Design muldiv_unit, sky130hd; sources not shown.
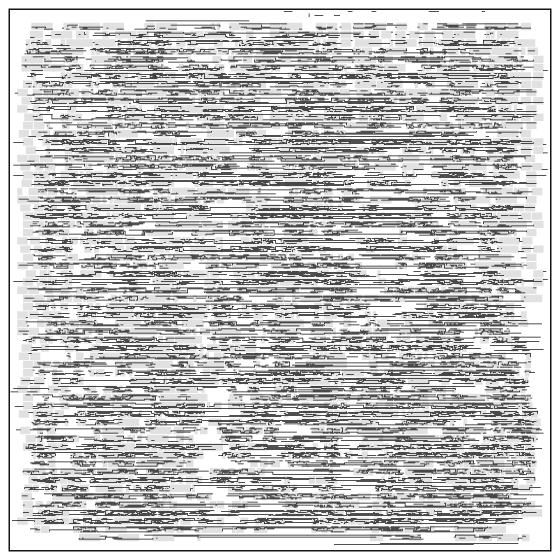
**Above:** run 1 (the metal 1 layer).
longest straight run	87.4 um
main direction	horizontal
wire length on this layer	27.9 mm
share of all routed wire	41%
DR vias: 18800
final WL: 68.7 mm

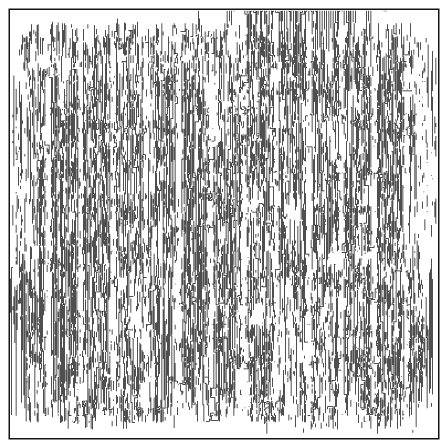
**Above:** run 1 (metal 2).
share of all routed wire	43%
nets with wire on the layer	2235
GR Util met2: 0.639

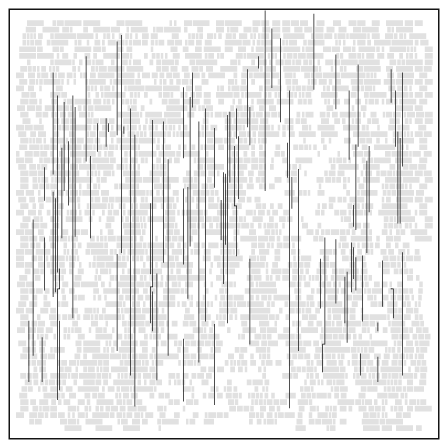
**Above:** run 1 (M4 wires).
main direction	vertical
wire length on this layer	3380 um
longest straight run	132 um

==> ci_impl_report.md, run 1 <==
### Flow metrics

| Metric | Value |
|---|---|
| Crit share post-route | 0.965 |
| Gr usage total | 0.415 |
| # Taps | 390 |
| Syn Area/Cell | ~7.2 um2 |
| Sum Neg Setup Slack | 0 ns |
| # setup viols final | 0 |
| Final hold violation count | 0 |
| Most numerous logic cells after layout | 273 x nor2_1, 254 x nand2_1, 245 x a21oi_1, 204 x dfxtp_1, 189 x buf_4 |
| Crit-path max FO | 19 |
| Fp_density | 0.540 |
| CTS tree | done |
| CTS Root Cell | clkbuf_16 |
| Logic share of the area | 0.557 |
| P_sw | 3400 uW |
| Post-DRT Antenna Nets | 0 |
| Status | completed |
| Die Wd | between 150 and 200 um |
| DR WL/cell | approximately 24 um |
| Share of layout cells above drive strength 1 | 0.110 |
| Least-Margin Pin Slew | 0.844 ns |
| ClkCell Share | 0.0424 |
| Max FFs per register | 64 |
| Clk sinks | 205 |
| CP max stage cell | a211oi_1 |
| Post-synth EDFFs | 0 |
| Buffering overhead | 0.159 |
| Post-synthesis cell type count | around 80 |
| Instance count on the critical path | 13 |
| Top non-seq family | AND-OR/OR-AND gates |
| Seq cells | 205 |
| Synth Register Bits | 205 |
| R2r setup slk | 0.12 ns |
| Inverter count | 66 |
| Synth cell count leaders | 277 x nor2_1, 256 x nand2_1, 245 x a21oi_1 |
| Reg power frac | 0.313 |
| Metal-1 WL | 27.9 mm |
| First-pass detailed-route iteration total | 6 |
| Final HPWL from detailed placement | 54.1 mm |
| Syn Nets | ~2400 |
| Fraction of registers with async set/reset | 0 |
| Routed wl met2 | around 29 mm |
| Clock-pin slew on the worst setup and hold paths | 0.06 ns |
| Setup Buffers After CTS | 0 |
| Chip area | between 30000 and 40000 um2 |
| Tool warnings | 27 |
| Final core occ | 0.672 |
| Pwr dens | 456 nW/um2 |
| TritonCTS Buffers | 25 |
| Met3 wire length | between 8 and 9 mm |
| Area Growth Syn to Fin | 24.5% |
| Cell type taking the most area | combinational gates |
| Sequential Area | 4110 um2 |
| Power, Total | 9140 uW |
| MaxCap Viol Count | 0 |
| Top Layer Used | met4 |
| Clock Power Share | 0.322 |
| CP delay by family, top | AND-OR/OR-AND gates |
| Met1 usage | 0.566 |
| Post-cts resize count | 0 |
| Period minus WS final | between 3 and 4 ns |
| Comb_multi_in | about 1800 |
| Compound Share, Synth | 0.283 |
| First-pass GRT wire length | 100 mm |
| Yosys chip area | approximately 16000 um2 |
| CP Launch Type | flip-flop |
| Final Non-Filler Cells | 2864 |
| Total grt overflow | 0 |
| Most frequent cell after synthesis | nor2_1 |
**Run 1: cell density map**

Bar = 50 um. 18 x 18 tiles, from dark blue (low) to red (high), 0 to 100% covered.
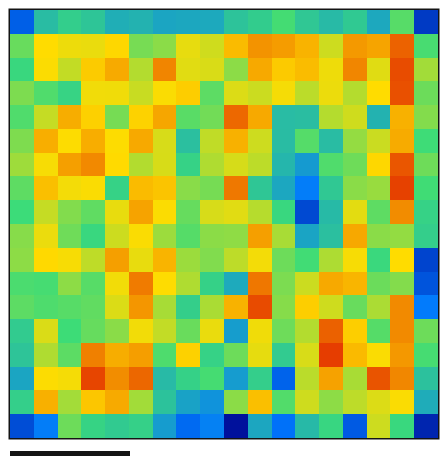

==> run 2: changes to the inputs <==
Settings changed: SKIP_LAST_GASP set to 1.
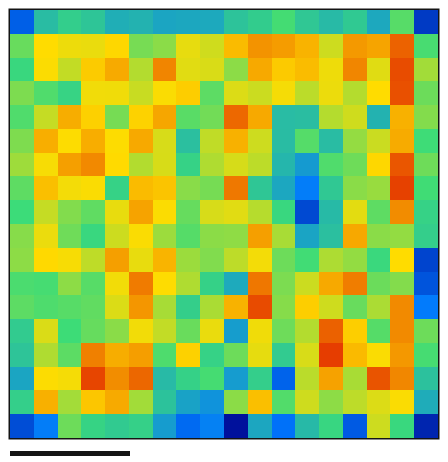
**Above:** run 2 (cell density map).
Bar = 50 um. 18 x 18 tiles, from dark blue (low) to red (high), 0 to 100% covered.
fullest tile	93%
mean over tiles	62%
tiles over 75% full	24%
final core occ: 0.672
core box area: 29800 um2
fp_density: 0.540

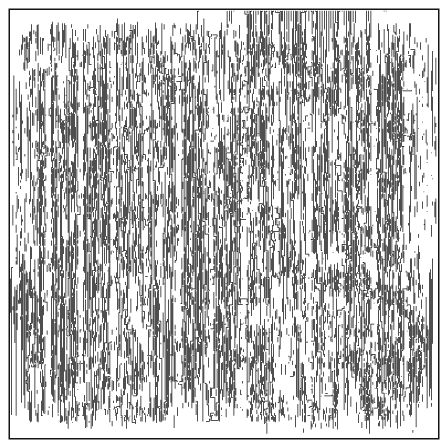
**Above:** run 2 (metal 2).
nets with wire on the layer	2228
longest straight run	61.4 um
main direction	vertical
DR vias: 18900
final WL: 68.6 mm

==> run 2 against run 1 <==
First-iteration DRC count increased by 3.1%. Clock skew decreased by 0.0019 ns. Design area about the same. Largest cell class unchanged. Via count increased by 0.36%. Sequential share of layout area about the same. Combinational power about the same. Critical path type unchanged. Register-to-register slack about the same. Power about the same. Largest power group unchanged. Core utilization about the same.
==> ci_impl_report.md, run 2 <==
### Flow metrics

| Metric | Value |
|---|---|
| Chip area | 31700 um2 (unchanged) |
| Gr usage total | 0.415 (unchanged) |
| Synth cell count leaders | 277 x nor2_1, 256 x nand2_1, 245 x a21oi_1 (unchanged) |
| Most numerous logic cells after layout | 273 x nor2_1, 254 x nand2_1, 245 x a21oi_1, 204 x dfxtp_1, 189 x buf_4 (unchanged) |
| Pwr dens | 456 nW/um2 (about the same) |
| Sum Neg Setup Slack | 0 ns (unchanged) |
| CP delay by family, top | AND-OR/OR-AND gates (unchanged) |
| Most frequent cell after synthesis | nor2_1 (unchanged) |
| First-pass detailed-route iteration total | 8 (was 6) |
| Met3 wire length | 8.73 mm (was 8.14 mm) |
| Top Layer Used | met4 (unchanged) |
| Metal-1 WL | 27.3 mm (was 27.9 mm) |
| Clock Power Share | 0.321 (was 0.322) |
| MaxCap Viol Count | 0 (unchanged) |
| Compound Share, Synth | 0.283 (unchanged) |
| Syn Nets | 2414 (unchanged) |
| GR Util met2 | 0.639 (unchanged) |
| Least-Margin Pin Slew | 0.882 ns (was 0.844 ns) |
| Power, Total | 9130 uW (was 9140 uW) |
| Crit-path max FO | 3 (was 19) |
| Crit share post-route | 0.969 (was 0.965) |
| Yosys chip area | 16100 um2 (unchanged) |
| Status | completed (unchanged) |
| P_sw | 3390 uW (was 3400 uW) |
| CTS tree | done (unchanged) |
| Inverter count | 66 (unchanged) |
| Post-synth EDFFs | 0 (unchanged) |
| Cell type taking the most area | combinational gates (unchanged) |
| First-pass GRT wire length | 100 mm (unchanged) |
| Top non-seq family | AND-OR/OR-AND gates (unchanged) |
| Period minus WS final | 3.20 ns (was 3.18 ns) |
| Die Wd | 178 um (unchanged) |
| Met1 usage | 0.566 (unchanged) |
| Logic share of the area | 0.557 (about the same) |
| Area Growth Syn to Fin | 24.5% (about the same) |
| Instance count on the critical path | 12 (was 13) |
| Tool warnings | 28 (was 27) |
Power and IR drop assume default switching activity.
